--- src/rtl/gmii_mac_tx.sv ---
// gmii_mac_tx: GMII transmit framer. Turns a valid/ready byte stream into
// preamble + SFD + payload (+ optional zero pad) + CRC-32 FCS, then holds
// TX_EN low for the inter-frame gap. A gap in s_valid mid-frame aborts the
// frame with a TX_ER cycle and discards the rest of the upstream frame.
// Optional feature: define MAC_TX_PAD_EN to pad short frames to MIN_FRAME.
module gmii_mac_tx #(
  parameter int IFG_BYTES = 12,
  parameter int MIN_FRAME = 60
) (
  input  logic       clk,
  input  logic       reset,
  input  logic [7:0] s_data,
  input  logic       s_valid,
  input  logic       s_last,
  input  logic       s_err,
  output logic       s_ready,
  output logic [7:0] TXD,
  output logic       TX_EN,
  output logic       TX_ER,
  output logic       busy,
  output logic       frame_done
);

  typedef enum logic [2:0] {IDLE, PRE, SFD, DATA, PAD, FCS, DRAIN, IFG} state_t;

  localparam logic [7:0] IFG_LAST = 8'(IFG_BYTES);
`ifdef MAC_TX_PAD_EN
  localparam logic [15:0] MIN_LEN = 16'(MIN_FRAME);
`else
  // Without padding the minimum length has no effect.
  logic min_frame_unused;
  assign min_frame_unused = (MIN_FRAME > 0);
`endif

  state_t      state, state_n;
  logic [7:0]  cnt, cnt_n;
  logic [15:0] byte_cnt, byte_cnt_n;
  logic [31:0] crc, crc_n, fcs_word;
  logic [7:0]  txd_n;
  logic        en_n, er_n, done_n;

  // One byte of the reflected CRC-32 (poly 0xEDB88320), LSB first.
  function automatic logic [31:0] crc_step(input logic [31:0] c, input logic [7:0] d);
    logic [31:0] r;
    r = c ^ {24'h000000, d};
    for (int i = 0; i < 8; i++) r = r[0] ? ((r >> 1) ^ 32'hEDB88320) : (r >> 1);
    return r;
  endfunction

  // Frame byte counter sticks at its maximum instead of wrapping.
  function automatic logic [15:0] sat_inc16(input logic [15:0] v);
    return (v == 16'hFFFF) ? v : v + 16'd1;
  endfunction

  assign s_ready  = (state == SFD) || (state == DATA) || (state == DRAIN);
  assign busy     = (state != IDLE);
  assign fcs_word = ~crc;

  // Next state and the GMII values to be registered for the following cycle.
  always_comb begin
    state_n    = state;
    cnt_n      = cnt;
    byte_cnt_n = byte_cnt;
    crc_n      = crc;
    txd_n      = 8'h00;
    en_n       = 1'b0;
    er_n       = 1'b0;
    done_n     = 1'b0;
    case (state)
      IDLE: begin
        if (s_valid) begin
          state_n    = PRE;
          cnt_n      = 8'd0;
          byte_cnt_n = 16'd0;
          crc_n      = 32'hFFFFFFFF;
          txd_n      = 8'h55;
          en_n       = 1'b1;
        end
      end
      PRE: begin
        en_n = 1'b1;
        // The IDLE cycle already launched the first preamble byte.
        if (cnt == 8'd6) begin
          txd_n   = 8'hD5;
          state_n = SFD;
        end else begin
          txd_n = 8'h55;
          cnt_n = cnt + 8'd1;
        end
      end
      SFD, DATA: begin
        en_n = 1'b1;
        if (s_valid) begin
          txd_n      = s_data;
          er_n       = s_err;
          crc_n      = crc_step(crc, s_data);
          byte_cnt_n = sat_inc16(byte_cnt);
          state_n    = DATA;
          if (s_last) begin
            cnt_n   = 8'd0;
            state_n = FCS;
`ifdef MAC_TX_PAD_EN
            if (byte_cnt_n < MIN_LEN) state_n = PAD;
`endif
          end
        end else begin
          // Underrun: poison the wire and throw away the rest of the frame.
          er_n    = 1'b1;
          state_n = DRAIN;
        end
      end
`ifdef MAC_TX_PAD_EN
      PAD: begin
        en_n       = 1'b1;
        crc_n      = crc_step(crc, 8'h00);
        byte_cnt_n = sat_inc16(byte_cnt);
        if (byte_cnt_n >= MIN_LEN) state_n = FCS;
      end
`endif
      FCS: begin
        en_n  = 1'b1;
        txd_n = fcs_word[{cnt[1:0], 3'b000} +: 8];
        if (cnt == 8'd3) begin
          done_n  = 1'b1;
          cnt_n   = 8'd0;
          state_n = IFG;
        end else begin
          cnt_n = cnt + 8'd1;
        end
      end
      DRAIN: begin
        if (s_valid && s_last) begin
          cnt_n   = 8'd0;
          state_n = IFG;
        end
      end
      IFG: begin
        // The cycle that enters IDLE also shows TX_EN low, so the wire sees
        // IFG_BYTES idle cycles followed by the IDLE sampling cycle.
        if (cnt == IFG_LAST) state_n = IDLE;
        else                 cnt_n = cnt + 8'd1;
      end
      default: state_n = IDLE;
    endcase
  end

  // State, counters, CRC and the registered GMII outputs.
  always_ff @(posedge clk) begin
    if (!reset) begin
      state      <= IDLE;
      cnt        <= 8'd0;
      byte_cnt   <= 16'd0;
      crc        <= 32'hFFFFFFFF;
      TXD        <= 8'h00;
      TX_EN      <= 1'b0;
      TX_ER      <= 1'b0;
      frame_done <= 1'b0;
    end else begin
      state      <= state_n;
      cnt        <= cnt_n;
      byte_cnt   <= byte_cnt_n;
      crc        <= crc_n;
      TXD        <= txd_n;
      TX_EN      <= en_n;
      TX_ER      <= er_n;
      frame_done <= done_n;
    end
  end

endmodule

--- config.mk ---
export PLATFORM = sky130hd
export DESIGN_NAME = gmii_mac_tx
export DESIGN_NICKNAME = d
export VERILOG_FILES = /design/src/rtl/gmii_mac_tx.sv
export SDC_FILE = /design/constraint.sdc
export NUM_CORES = 1
export LEC_CHECK = 0
export ABC_AREA = 0
export CAP_MARGIN = 20
export CORE_MARGIN = 5
export CORE_UTILIZATION = 35
export CTS_BUF_LIST = sky130_fd_sc_hd__clkbuf_4 sky130_fd_sc_hd__clkbuf_8
export DETAILED_ROUTE_END_ITERATION = 8
export PLACE_DENSITY = 0.54
export SYNTH_ARGS = -nofsm -noshare
export SYNTH_HDL_FRONTEND = slang
export SYNTH_SLANG_ARGS = --single-unit
--- constraint.sdc ---
create_clock -name clk -period 2.9 [get_ports clk]
set_input_delay 0.58 -clock clk [delete_from_list [all_inputs] [get_ports clk]]
set_output_delay 0.58 -clock clk [all_outputs]
set_load 0.03 [all_outputs]
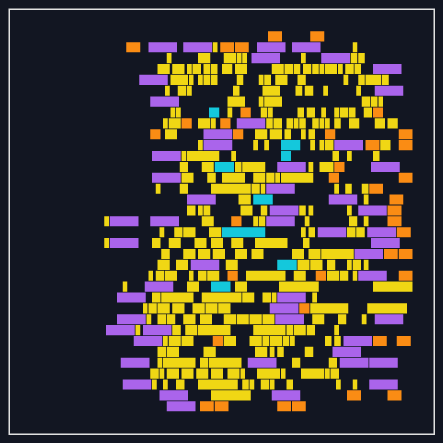
*Cells coloured by class, run 1*
(4 px per um)
clock drivers and dummy loads: marked cyan, cells 8. other buffers and delay cells: marked orange, cells 39. flip-flops: marked purple, cells 54. all other logic: marked yellow, cells 278.
sequential share of cell area: 28.7%
area of the placeable core: 9110 um2
Layout Cell Area excl Fill: 3760 um2
core occupancy in the finished layout: 41.3%
total number of placement rows: 35

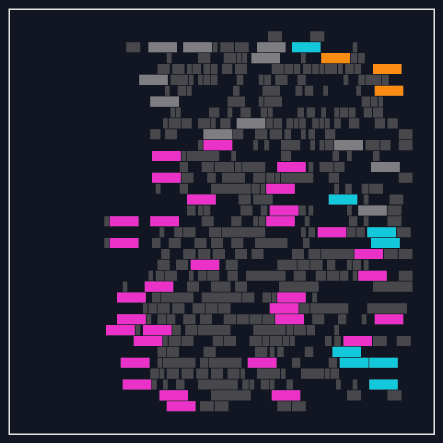
*Where the registers sit, run 1*
(4 px per um) Other sequential cells in the stronger grey, the rest of the logic in the fainter grey.
crc: marked magenta, placed flops 32. state: marked orange, placed flops 3. TXD: marked cyan, placed flops 8.
Another 11 sequential cells are not coloured.

==> notes.org, run 1 <==
#+TITLE: Implementation results

** Pwr
- Internal power contribution :: 1.47 mW
- Peak ir drop on the vdd network :: 0.000207 V
- For the sequential group, total power comes out at 857 uW.
- Clock network power for this build is 516 uW.

** Critical path
- The most critical setup path has its endpoint at s_ready.
- The worst register-to-register path ends at cnt[7].
- The timing report gives the worst reg2reg path a setup slack of 0.56 ns.
- Chain of cells forming the critical path :: a21boi_0, clkdlybuf4s50_1
- Peak fanout along the critical path :: 19

** Cells and area
- After filler insertion, the fill cell instance count of the layout stands at 886.
- Per the layout area report, the combinational gate area comes to 2040 um2.

** Detailed routing
- Wire length on met1 :: 3.83 mm
- DR vias :: 2524

** Logic synthesis
- Summing the areas of all xor and xnor instances in the mapped netlist gives 27.7% of the synthesized area.
- Count of unique library cells instantiated by Yosys :: 47
- Synthesized area divided by synthesized cell count :: 9.19 um2
- The area fraction of the largest cell type after synthesis is 33.6%.
- The synth_stat.txt file lists the number of cells as 350.

** Run
- Max-cap viol count :: 0

** Timing
- Setup TNS :: 0 ns
- Period minus WS final :: 2.58 ns
- Final count of hold timing violations :: 0

** CTS
- Gates resized during post-CTS repair numbered 0.
- CTS Buffer Depth :: 2

** Outcome
- Status :: finished, final reports clean

** Global route
- Initial antenna violation count :: 0

** Placement
- Setup WS pre-CTS :: 0.227 ns
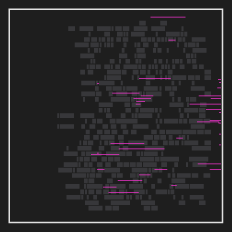
*Met3 routing, run 1*
(2 px per um)
The wires run mostly horizontal. The layer carries 256 um of wire. 25 nets have wire on it. The longest straight run is 22.5 um. The layer holds 3.3% of the routed length.

==> inputs of run 2 (changes only) <==
--- a/config.mk
+++ b/config.mk
@@ -11,7 +11,8 @@
 export CORE_UTILIZATION = 35
 export CTS_BUF_LIST = sky130_fd_sc_hd__clkbuf_4 sky130_fd_sc_hd__clkbuf_8
 export DETAILED_ROUTE_END_ITERATION = 8
-export PLACE_DENSITY = 0.54
+export DONT_BUFFER_PORTS = 1
+export PLACE_DENSITY = 0.5
 export SYNTH_ARGS = -nofsm -noshare
 export SYNTH_HDL_FRONTEND = slang
 export SYNTH_SLANG_ARGS = --single-unit
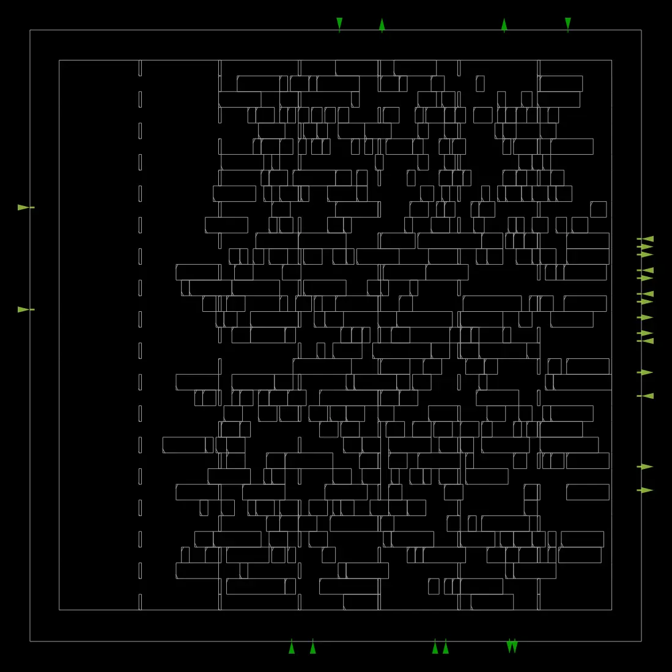
*Cell outlines without signal wires, run 2*
number of tap instances: 111
layout sequential cell count: 54
Final Non-Filler Cells: 461
sequential share of cell area: 31.1%

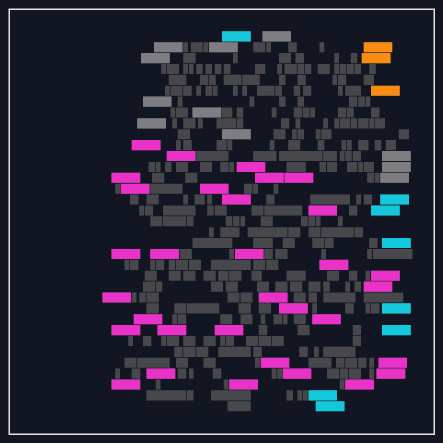
*Where the registers sit, run 2*
(4 px per um) Other sequential cells in the stronger grey, the rest of the logic in the fainter grey.
area taken by flip-flops and latches: 1080 um2
Flop+latch power: 890 uW

==> run 2 against run 1 <==
Effect of this change: register-to-register slack improved by 0.08 ns; clock power increased by 2%; clock-buffer cell count unchanged; critical path depth increased by 4; cell count decreased by 5.9%; die area unchanged; sequential cell count unchanged; worst setup slack improved by 0.32 ns; wire length increased by 2.3%; via count decreased by 2.9%; final area decreased by 7.5%; core utilization decreased by 3.1 points; critical endpoint is now cnt[1]; largest cell class unchanged; largest power group is now sequential cells; highest routed layer unchanged.
==> notes.org, run 2 <==
#+TITLE: Implementation results

** Cells and area
- Of the cells placed in the final design, the portion with a size suffix greater than 1 is 12.0%.
- The total area of multi-input combinational cells is 2040 um2 (unchanged).
- Number of fillers in the final layout :: 936 (+5.6%)
- Core occupancy in the finished layout :: 38.2% (-3.1 points)
- Layout Cell Area excl Fill :: 3480 um2 (-7.5%)

** Logic synthesis
- The distinct cell type count after synthesis came to 47 (unchanged).
- The commonest cells after synthesis are dfxtp_1 (54), xnor2_1 (53), nand2_1 (46), nor2_1 (27), o22ai_1 (25).
- The number of cells in Yosys stat came to 350 (unchanged).
- Share of the synthesized netlist area taken by xor and xnor gates :: 27.7% (unchanged)
- Top cell area share :: 33.6% (unchanged)

** Critical path
- Reg-to-reg setup timing slack :: 0.64 ns (+0.08 ns)
- Reg2reg end :: cnt[1]
- Chain of cells forming the critical path :: nor2b_1, nand4_1, a21oi_1, nor2_1, o311ai_0, a21oi_1
- Destination of the critical timing path :: cnt[1]
- The largest fanout on the critical path is 12 (-7).

** Global route
- The number of antenna violations at the first check in global routing was 0 (unchanged).

** Pwr
- Internal power contribution :: 1.42 mW (-3.6%)
- Peak ir drop on the vdd network :: 0.000359 V (+73%)
- Power in the clock group :: 524 uW (+2%)

** CTS
- The number of instances resized during post-cts repair came to 0 (unchanged).

** Floorplanning
- Area of the placeable core :: 9110 um2 (unchanged)

** Outcome
- The flow ran to the end, and the final reports show no timing, DRC or antenna violations.

** Timing
- The setup TNS was 0 ns (unchanged).
- Period minus WS final :: 2.26 ns (-0.325 ns)

** Run
- The max capacitance violation total came to 0 (unchanged).

** Placement
- Setup WS pre-CTS :: 0.674 ns (+0.448 ns)
==> inputs of run 3 (changes only) <==
--- a/config.mk
+++ b/config.mk
@@ -12,7 +12,7 @@
 export CTS_BUF_LIST = sky130_fd_sc_hd__clkbuf_4 sky130_fd_sc_hd__clkbuf_8
 export DETAILED_ROUTE_END_ITERATION = 8
 export DONT_BUFFER_PORTS = 1
-export PLACE_DENSITY = 0.5
+export PLACE_DENSITY = 0.52
 export SYNTH_ARGS = -nofsm -noshare
 export SYNTH_HDL_FRONTEND = slang
 export SYNTH_SLANG_ARGS = --single-unit
==> constraint.sdc (replaced) <==
create_clock -name clk -period 2 [get_ports clk]
set_input_delay 0.4 -clock clk [delete_from_list [all_inputs] [get_ports clk]]
set_output_delay 0.4 -clock clk [all_outputs]
set_load 0.03 [all_outputs]
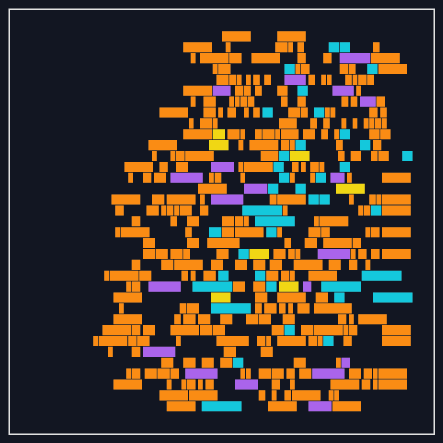
*Drive-strength map, run 3*
(4 px per um)
drive 6 and up: marked yellow, cells 7, share 1.9%, most used clkbuf_8. drive 1 or less: marked orange, cells 305, share 82%. drive 3 to 4: marked cyan, cells 39, share 11%, most used buf_4. drive 2: marked purple, cells 19, share 5.1%, most used mux4_2.
Layout Cell Area excl Fill: 3640 um2
signed area change from the synthesized netlist to the final layout: 13.1%

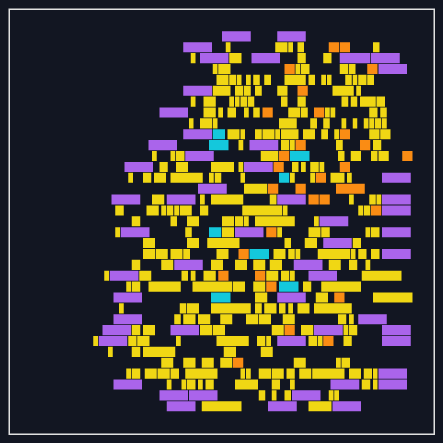
*Cells coloured by class, run 3*
(4 px per um)
core occupancy in the finished layout: 39.9%
sequential share of cell area: 29.8%

==> run 3 against run 2 <==
Effect of this change: die area did not move; critical path depth did not move; sequential power rose by 43%.
==> notes.org, run 3 <==
#+TITLE: Implementation results

** Critical path
- Reg-to-reg setup timing slack :: 0.12 ns (-0.52 ns)
- According to the timing report, the critical path is captured at crc[19].
- The report lists the cells along the critical path as xnor2_4, xnor3_1, xnor2_1, xnor2_1, nor3_1, o21ai_1.
- Grouping stages by cell kind, the critical path spends the most delay in XOR/XNOR gates.
- Launch point of the worst path :: crc[3]
- Reg2reg end :: crc[19]
- For the worst setup path, the data arrival time is 2.09 ns.

** Logic synthesis
- Share of the synthesized netlist area taken by xor and xnor gates :: 27.7% (unchanged)
- The synthesized netlist handed to floorplanning was reported with a cell count of 350.
- Yosys reports that the most numerous cell types are dfxtp_1 (54), xnor2_1 (53), nand2_1 (46), nor2_1 (27), o22ai_1 (25).
- For this run, the register share of the synthesized area comes to 33.6%.
- The number of cells in Yosys stat is 350 (unchanged).
- Count of unique library cells instantiated by Yosys :: 47 (unchanged)

** Detailed routing
- Per the detail_route report, DRC violations left total 0.

** Cells and area
- The sequential cell area came to 1080 um2 (+0.12%).
- Number of fillers in the final layout :: 929 (-0.75%)
- Logic area :: 2050 um2 (+0.61%)
- The share of post-route cells with drive strength above 1 is 17.6% (+5.6 points).
- The final non-filler cell total is 481 (+4.3%).
- 0 antenna diodes ended up in the layout.
- Layout sequential cell count :: 54 (unchanged)

** Floorplanning
- Area of the placeable core :: 9110 um2 (unchanged)
- The floorplan step defined a die boundary enclosing 11200 um2.
- Number of tap instances :: 111 (unchanged)

** Timing
- The setup TNS was 0 ns (unchanged).
- Worst Max-Slew Pin Slew :: 0.599 ns
- In this run the tightest slew margin relative to its limit is 59.6%.

** Pwr
- Peak ir drop on the vdd network :: 0.000369 V (+2.8%)
- Flop+latch power :: 1.27 mW (+43%)
- The internal power of the cells is 2.00 mW (+41%).
- Total chip power :: 3.19 mW
- Power in the clock group :: 654 uW (+25%)

** CTS
- Num CTS Buffers :: 5
- Quantity of hold-fixing buffers added after cts :: 0
- The later pin in the worst-skew pair is clocked with a latency of 0.32 ns.
- Post-cts resize count :: 0 (unchanged)

** Run
- The stage logs contain a warning count of 28.
- Max-cap viol count :: 0 (unchanged)

** Placement
- The post-place setup slack came to 0.115 ns (-0.560 ns).

** Outcome
- The run finished with clean final reports.

** Global route
- The number of antenna violations at the first check in global routing came to 0 (unchanged).
- met3 track demand over resource after global routing is 2.20%.
Power figures rest on the tool's default switching activity, not on a simulated workload.
